===== src/rtl/axis_fork_pkg.sv =====
// Shared AXIS definitions: the fork pending-state encoding and helpers
// that decode which output copies are still owed.
package axis_fork_pkg;

   typedef enum logic [1:0] {
      EMPTY = 2'd0,
      BOTH  = 2'd1,
      ONLY1 = 2'd2,
      ONLY2 = 2'd3
   } fork_state_e;

   // out1 still owes a copy of the held beat
   function automatic logic owes_out1(input fork_state_e s);
      return (s == BOTH) || (s == ONLY1);
   endfunction

   // out2 still owes a copy of the held beat
   function automatic logic owes_out2(input fork_state_e s);
      return (s == BOTH) || (s == ONLY2);
   endfunction

endpackage


===== src/rtl/axi4s.sv =====
// Minimal AXI4-Stream bundle: data, valid, ready.
interface AXI4S #(
   parameter int DATA_W = 8
) ();
   logic [DATA_W-1:0] data;
   logic              valid;
   logic              ready;

   modport Master (output data, output valid, input ready);
   modport Slave  (input data, input valid, output ready);
endinterface


===== src/rtl/axis_fork.sv =====
// Two-way AXI4-Stream fork. One shared data register feeds both outputs;
// a small pending-state machine tracks which copies are still owed. A new
// beat is taken only when every owed copy leaves in the same cycle, so a
// copy is never overwritten before it is delivered.
module axis_fork
   import axis_fork_pkg::*;
#(
   parameter int CNT_WIDTH = 32,
   parameter int DATA_W    = 8
) (
   input  logic                 clk,
   input  logic                 resetn,
   input  logic                 en,
   AXI4S.Slave                  in,
   AXI4S.Master                 out1,
   AXI4S.Master                 out2,
   output logic                 busy,
   output logic [CNT_WIDTH-1:0] beat_count
);

   fork_state_e          state_q, state_d;
   logic [DATA_W-1:0]    data_q, data_d;
   logic [CNT_WIDTH-1:0] count_q, count_d;

   logic pend1, pend2;
   logic slot1_free, slot2_free;
   logic in_ready;
   logic fire_in, fire1, fire2;

   assign pend1      = owes_out1(state_q);
   assign pend2      = owes_out2(state_q);
   assign slot1_free = !pend1 || out1.ready;
   assign slot2_free = !pend2 || out2.ready;

   // Gating with resetn keeps intake closed during a reset cycle.
   assign in_ready   = resetn && en && slot1_free && slot2_free;
   assign fire_in    = in.valid && in_ready;
   assign fire1      = pend1 && out1.ready;
   assign fire2      = pend2 && out2.ready;

   assign in.ready   = in_ready;
   assign out1.valid = pend1;
   assign out2.valid = pend2;
   assign out1.data  = data_q;
   assign out2.data  = data_q;
   assign busy       = (state_q != EMPTY);
   assign beat_count = count_q;

   // Next state: an input fire always reloads and owes both copies;
   // otherwise retire whichever copies fired this cycle.
   always_comb begin
      state_d = state_q;
      data_d  = data_q;
      count_d = count_q;
      if (fire_in) begin
         state_d = BOTH;
         data_d  = in.data;
         count_d = count_q + CNT_WIDTH'(1);
      end else begin
         case (state_q)
            BOTH: begin
               if (fire1 && fire2) state_d = EMPTY;
               else if (fire1)     state_d = ONLY2;
               else if (fire2)     state_d = ONLY1;
            end
            ONLY1:   if (fire1) state_d = EMPTY;
            ONLY2:   if (fire2) state_d = EMPTY;
            default: state_d = state_q;
         endcase
      end
   end

   // State, data and counter registers with synchronous active-low reset.
   always_ff @(posedge clk) begin
      if (!resetn) begin
         state_q <= EMPTY;
         data_q  <= '0;
         count_q <= '0;
      end else begin
         state_q <= state_d;
         data_q  <= data_d;
         count_q <= count_d;
      end
   end

endmodule

===== src/flat_wrapper.sv =====
// flat-port wrapper written by rule: the top's interface ports become plain ports
module axis_fork_flat import axis_fork_pkg::*;
#(
   parameter int CNT_WIDTH = 32,
   parameter int DATA_W    = 8
)
  (clk, resetn, en, busy, beat_count, in_data, in_valid, in_ready, out1_data, out1_valid, out1_ready, out2_data, out2_valid, out2_ready);
  AXI4S #(.DATA_W(DATA_W)) in_i ();
  AXI4S #(.DATA_W(DATA_W)) out1_i ();
  AXI4S #(.DATA_W(DATA_W)) out2_i ();
  input  logic clk;
  input  logic resetn;
  input  logic en;
  output logic busy;
  output logic [CNT_WIDTH-1:0] beat_count;
  input wire logic [$bits(in_i.data)-1:0] in_data;
  input wire logic [$bits(in_i.valid)-1:0] in_valid;
  output wire logic [$bits(in_i.ready)-1:0] in_ready;
  output wire logic [$bits(out1_i.data)-1:0] out1_data;
  output wire logic [$bits(out1_i.valid)-1:0] out1_valid;
  input wire logic [$bits(out1_i.ready)-1:0] out1_ready;
  output wire logic [$bits(out2_i.data)-1:0] out2_data;
  output wire logic [$bits(out2_i.valid)-1:0] out2_valid;
  input wire logic [$bits(out2_i.ready)-1:0] out2_ready;
  assign in_i.data = in_data;
  assign in_i.valid = in_valid;
  assign in_ready = in_i.ready;
  assign out1_data = out1_i.data;
  assign out1_valid = out1_i.valid;
  assign out1_i.ready = out1_ready;
  assign out2_data = out2_i.data;
  assign out2_valid = out2_i.valid;
  assign out2_i.ready = out2_ready;
  axis_fork #(.CNT_WIDTH(CNT_WIDTH), .DATA_W(DATA_W)) u_core (.clk(clk), .resetn(resetn), .en(en), .in(in_i), .out1(out1_i), .out2(out2_i), .busy(busy), .beat_count(beat_count));
endmodule

===== config.mk =====
export PLATFORM = sky130hd
export DESIGN_NAME = axis_fork_flat
export DESIGN_NICKNAME = d
export VERILOG_FILES = /design/src/rtl/axis_fork_pkg.sv /design/src/rtl/axi4s.sv /design/src/rtl/axis_fork.sv /design/src/flat_wrapper.sv
export SDC_FILE = /design/constraint.sdc
export NUM_CORES = 1
export LEC_CHECK = 0
export ABC_AREA = 1
export CAP_MARGIN = 25
export CORE_MARGIN = 8
export CORE_UTILIZATION = 30
export CTS_BUF_LIST = sky130_fd_sc_hd__clkbuf_4 sky130_fd_sc_hd__clkbuf_8
export DETAILED_ROUTE_END_ITERATION = 8
export PLACE_DENSITY = 0.51
export SETUP_SLACK_MARGIN = 0.3
export SLEW_MARGIN = 20
export SYNTH_ARGS = -nofsm -noshare
export SYNTH_HDL_FRONTEND = slang
export SYNTH_SLANG_ARGS = --single-unit

===== constraint.sdc =====
create_clock -name clk -period 2.65 [get_ports clk]
set_clock_uncertainty 0.1 [all_clocks]
set_input_delay 0.265 -clock clk [delete_from_list [all_inputs] [get_ports clk]]
set_output_delay 0.265 -clock clk [all_outputs]
set_load 0.02 [all_outputs]

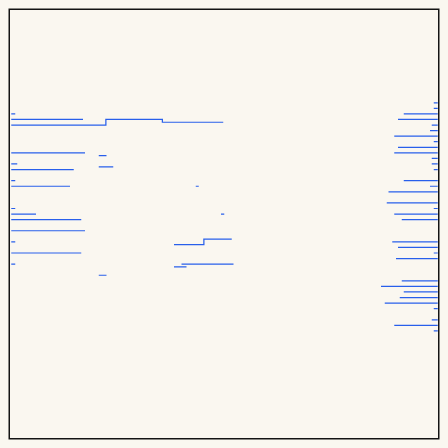
**Above:** run 1 (the metal 3 layer).
- longest straight run: 23.0 um
- main direction: horizontal
- nets with wire on the layer: 53
via count: 2372
met3 GRT Util: 4.42%
final WL: 6700 um

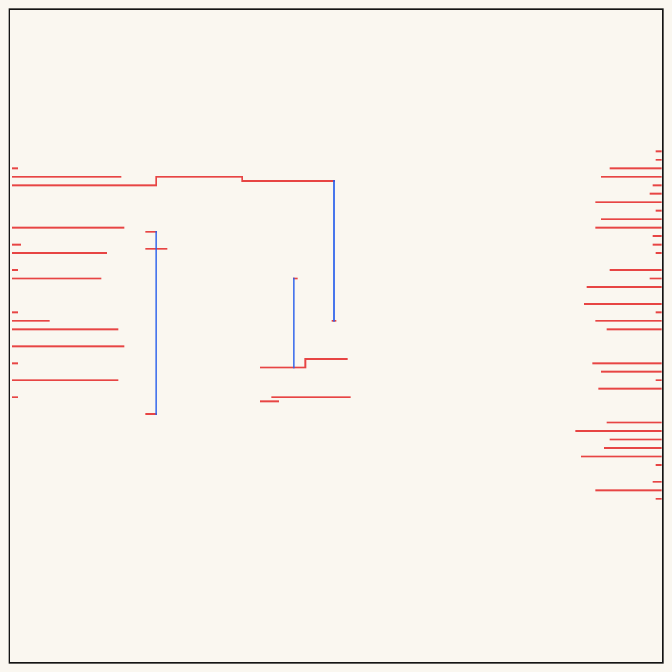
**Above:** run 1 (wiring by layer).
Only two layers are drawn.
- blue: metal 4 (wire length 66.0 um)
- red: metal 3 (wire length 420 um)

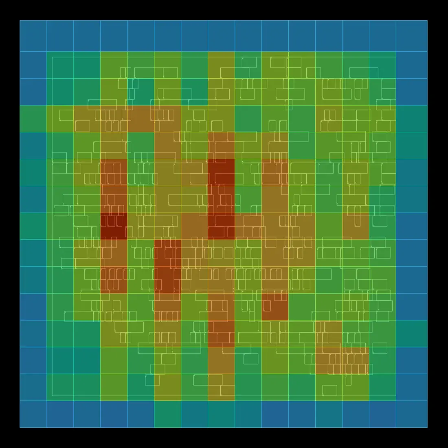
**Above:** run 1 (congestion heat map).
routed length per instance: 12.8 um
GRT Total Usage: 12.3%
GRT met2 Usage: 19.4%
grt peak-use layer: met2

run 1: per-stage QoR:
| step | util, % | cells | hold WS [ns] |
|---|---|---|---|
| 2_1_floorplan | - | 361 | 0.309 |
| 4_1_cts | 41.1 | 525 | 0.384 |
| 6_report | 41.1 | 525 | 0.381 |
| 5_1_grt | 41.1 | 525 | 0.402 |
| 3_5_place_dp | 39.9 | 517 | 0.371 |
| 3_3_place_gp | 39.9 | 517 | 0.366 |
run 1: kinds of logic (layout without fill, tap and decap cells):
logic type               Yosys count  after routing  share of synthesized area (%)
flip-flops                        42             42                           35.7
AND/OR/NAND/NOR                  218            218                           40.9
XOR/XNOR                           6              6                           2.23
adder cells (fa/ha/maj)            6              6                           3.19
buffers and inverters             59            121                           11.3
AND-OR/OR-AND                     30             30                           6.74
==> impl_metrics.json, run 1 <==
{
  "startpoint": "u_core.state_q[1]",
  "ys_top_cells_by_count": "nand2_1 (100), nor2_1 (55), inv_1 (43)",
  "leakagePower_nw": 1.21,
  "hold_depth": 2,
  "numSynthFlops": 42,
  "ys_cells": 361,
  "die_area_mm2": 0.0109,
  "path_cells": "inv_1 > ha_1 > or2_2 > clkdlybuf4s50_1",
  "internal_power_mw": 1.05,
  "ios": 66,
  "taps": 102,
  "fp.dieW_um": 105,
  "endpoint": "out2_valid",
  "rsz0062_at_grt": "false",
  "core_area_mm2": 0.00769,
  "min_period_over_period_pct": 82.1,
  "ctsHoldBuffers": 0,
  "pg_clk_mw": 0.442,
  "mostFrequentLayoutCell": "nand2_1",
  "flops": 42,
  "power_leader": "registers",
  "buffer_area_share_pct": 21.5,
  "synthCells": 361,
  "dp_hpwl_um": 5030,
  "cts_buffer_depth": 2,
  "cts_resized": 1,
  "drtIter0Drc": 93,
  "hold_end": "u_core.out1.data[7]",
  "num-nonclk-inverters": 44,
  "combGateArea_mm2": 0.00125,
  "warnings": 30,
  "fin_crit_ns": 2.18,
  "worst_r2r_endpoint": "u_core.beat_count[25]",
  "dr.pass1.iters": 4,
  "n_antenna_cell": 0,
  "r2r_start": "u_core.state_q[0]",
  "die_height_um": 105,
  "cp_num_cells": 4,
  "top_area_cell": "dfxtp_1",
  "synth_seq_share_pct": 35.7,
  "switching_power_mw": 0.513,
  "n_all_buffers": 69,
  "worstRegToRegCells": 9,
  "worst-path-buf-inv": 2,
  "h-tree-depth": 2,
  "worstPathArrival_ns": 1.81,
  "synth.distinct_cells": 27,
  "worstHoldPathType": "register to register",
  "drc": 0,
  "dominant_cells": "combinational gates",
  "wl_met1_um": 3360,
  "comb_area_share_pct": 39.7,
  "ys_top_cells_by_area": "dfxtp_1 (36%), nand2_1 (16%), nor2_1 (8.8%)",
  "tightestPinTransition_ns": 0.494,
  "fin_ws_ns": 0.475,
  "ff_type": "dfxtp_1",
  "irDropWorstVdd_mv": 0.177,
  "grt-ovfl-total": 0,
  "hold_path.startpoint": "u_core.out1.data[7]",
  "nMultiInputCombCells": 260,
  "drive_above_1_share_pct": 5.44,
  "p_seq_share_pct": 43.0,
  "grt_pass1_wl_um": 11200,
  "dpl-instance-area_mm2": 0.00306,
  "yosysWarnings": 0,
  "wl_met3_um": 420,
  "cts_tree": "done",
  "cap_viol_max_count": 0,
  "place.gp.congestion": 0.832,
  "postCtsSetupRepairBufs": 0,
  "stdcell_area_mm2": 0.00316,
  "clock_area_share_pct": 3.01,
  "crit_type": "register to primary output",
  "pre_cts_slack_ns": 0.479,
  "edf_count": 0,
  "worstPathRequired_ns": 2.29,
  "endpoint_kind": "primary output",
  "p_clk_share_pct": 28.2,
  "power_frac_comb_pct": 28.8,
  "clk_latency_ns": 0.29,
  "p_comb_mw": 0.452,
  "crit_fanout": 4,
  "slew_violations": 0,
  "numCtsBuffers": 5,
  "timing.final.hold_violations": 0,
  "grt_max_degree": 19,
  "areaGrowthSynthToFinish_pct": 34.3,
  "netlist_area_mm2": 0.00236,
  "outcome": "finished, final reports clean",
  "postRouteAntennaNets": 0,
  "path_clk_slew_ns": 0.08,
  "seq_area_um2": 841,
  "p_sw_share_pct": 32.7,
  "yosysMostFrequentCell": "nand2_1",
  "fillers": 836,
  "fmaxAchievable_mhz": 460,
  "top_cell_area_share_pct": 35.7,
  "sh_seq_area_pct": 26.6,
  "ys_async_sr_fraction_pct": 0,
  "slowest_stage": "clkdlybuf4s50_1",
  "grt_pass1_vias": 2287,
  "tns_ns": 0,
  "yosys_area_mm2": 0.00236,
  "layout_top_cells": "nand2_1 (100), clkdlybuf4s50_1 (64), nor2_1 (55), inv_1 (43), dfxtp_1 (42)",
  "r2r_slack_ns": 0.50,
  "ctsRootBufferMaster": "clkbuf_8",
  "fp_nets": 381,
  "antenna_found_initial": 0,
  "seq_power_mw": 0.673,
  "route.met2.wl_um": 2850,
  "slowest_delay_ns": 0.55,
  "clkbuf_count": 6,
  "fp-utilization_pct": 30.6,
  "total_power_mw": 1.57,
  "relSlewSlack_pct": 67.0,
  "crit_path_start_kind": "register",
  "synth_area_per_cell_um2": 6.53,
  "grt_util_met1_pct": 15.6,
  "rows": 32,
  "final_nets": 442,
  "pwr_density_cell_mw_per_mm2": 495,
  "viasPerCell": 4.52,
  "cts.sinks": 42,
  "highest_layer": "met4",
  "cp_top_family": "buffers and inverters",
  "setup_viol": 0,
  "io_buffer_count": 65,
  "largest_reg_flops": 32
}
## Run 2: what changed since run 1
PLACE_DENSITY = 0.53   (was 0.51)
clock period = 2 ns   (was 2.65 ns; I/O delays follow)
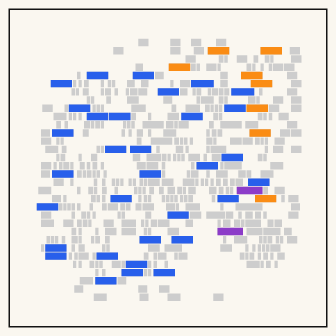
**Above:** run 2 (register map, names as in the netlist).
- orange: `u_core.out1.data` (sequential cells 8; where top right)
- purple: `u_core.state_q` (sequential cells 2)
- blue: `u_core.beat_count` (sequential cells 32)
final core utilization: 46.1%
register area: 851 um^2
Flop+latch power: 0.912 mW
fraction of area in registers: 24.0%

==> impl_metrics.json, run 2 <==
{
  "outcome": "finished, final reports clean",
  "nMultiInputCombCells": 262,
  "p_sw_share_pct": 33.8,
  "ys_top_cells_by_count": "nand2_1 (100), nor2_1 (55), inv_1 (43)",
  "edf_count": 0,
  "fillers": 830,
  "p_seq_share_pct": 39.9,
  "ios": 66,
  "drive_above_1_share_pct": 16.3,
  "cts.sinks": 42,
  "hold_end": "u_core.out1.data[3]",
  "top_cell_area_share_pct": 35.7,
  "hold_depth": 3,
  "grt.busiest_layer": "met2",
  "wl_met1_um": 3380,
  "path_clk_slew_ns": 0.09,
  "layout_top_cells": "nand2_1 (99), nor2_1 (51), clkdlybuf4s50_1 (42), inv_1 (41), dfxtp_1 (38)",
  "tightestPinTransition_ns": 0.499,
  "grt_pass1_vias": 2435,
  "synth_seq_share_pct": 35.7,
  "areaGrowthSynthToFinish_pct": 50.5,
  "p_comb_mw": 0.778,
  "fmaxAchievable_mhz": 552,
  "io_buffer_count": 65,
  "taps": 102,
  "clkbuf_count": 6,
  "grt-ovfl-total": 0,
  "setup_viol": 0,
  "pre_cts_slack_ns": -0.0896,
  "crit_type": "register to register",
  "fp_nets": 381,
  "warnings": 32,
  "xor_share_pct": 2.23,
  "grtUsageTotal_pct": 13.2,
  "p_clk_share_pct": 26.1,
  "r2r_slack_ns": 0.19,
  "ys_cells": 361,
  "dr.pass1.iters": 4,
  "pwr_density_cell_mw_per_mm2": 645,
  "worstPathRequired_ns": 2.09,
  "crit_fanout": 8,
  "final_nets": 466,
  "dpl-instance-area_mm2": 0.00313,
  "synth.distinct_cells": 27,
  "final_cells": 549,
  "postCtsSetupRepairBufs": 7,
  "viasPerCell": 4.66,
  "comb_area_share_pct": 39.3,
  "place.gp.congestion": 0.821,
  "path_cells": "inv_4 > ha_4 > a21oi_4 > nand3_4 > buf_4 > nor2_4 > buf_4 > xnor2_1 > nor2_1",
  "ys_top_cells_by_area": "dfxtp_1 (36%), nand2_1 (16%), nor2_1 (8.8%)",
  "core_area_mm2": 0.00769,
  "drtIter0Drc": 84,
  "stdcell_area_mm2": 0.00354,
  "slew_violations": 0,
  "ctsHoldBuffers": 0,
  "r2r_start": "u_core.state_q[1]",
  "worstRegToRegCells": 9,
  "fp-utilization_pct": 30.6,
  "clock_area_share_pct": 2.68,
  "wl_per_cell_um": 13.5,
  "pg_clk_mw": 0.596,
  "hold_path.startpoint": "in_data[3]",
  "n_all_buffers": 91,
  "ys_sh_aoi_pct": 6.74,
  "adder_share_pct": 3.19,
  "numSynthFlops": 42,
  "slowest_stage": "dfxtp_4",
  "power_leader": "registers",
  "die_area_mm2": 0.0109,
  "ys_async_sr_fraction_pct": 0,
  "cts_tree": "done",
  "holdWs_ns": 0.344,
  "netlist_area_mm2": 0.00236,
  "irDropWorstVdd_mv": 0.261,
  "synth_area_per_cell_um2": 6.53,
  "numCtsBuffers": 5,
  "crit_path_start_kind": "register",
  "tns_ns": 0,
  "highest_layer": "met4"
}
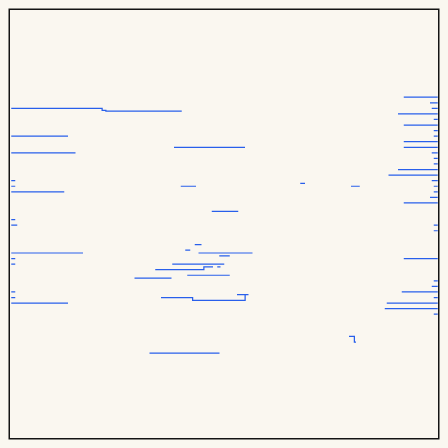
**Above:** run 2 (the metal 3 layer).
- main direction: horizontal
- nets with wire on the layer: 57
via count: 2558
met3 GRT Util: 3.62%
final WL: 7390 um

## run 2: cell count changes in the layout (fill, tap and decap cells not counted), moves of 3 or more
cell,previous run,this run
ha_1,6,3
dfxtp_1,42,38
nand3_1,31,28
buf_6,0,7
clkdlybuf4s50_1,64,42
nor2_4,3,9
dlygate4sd2_1,1,10
buf_4,4,18
nor2_1,55,51
dlymetal6s2s_1,0,10
## run 2: worst max path at each step
stage	startpoint	to	cells after the start
2_1_floorplan	u_core.state_q[0]	u_core.beat_count[29]	9
3_3_place_gp	resetn	u_core.beat_count[2]	10
3_5_place_dp	resetn	u_core.beat_count[31]	10
4_1_cts	u_core.state_q[1]	u_core.beat_count[15]	11
5_1_grt	u_core.state_q[1]	u_core.beat_count[24]	9
6_report	u_core.state_q[1]	u_core.beat_count[9]	9
Power and IR drop assume default switching activity.
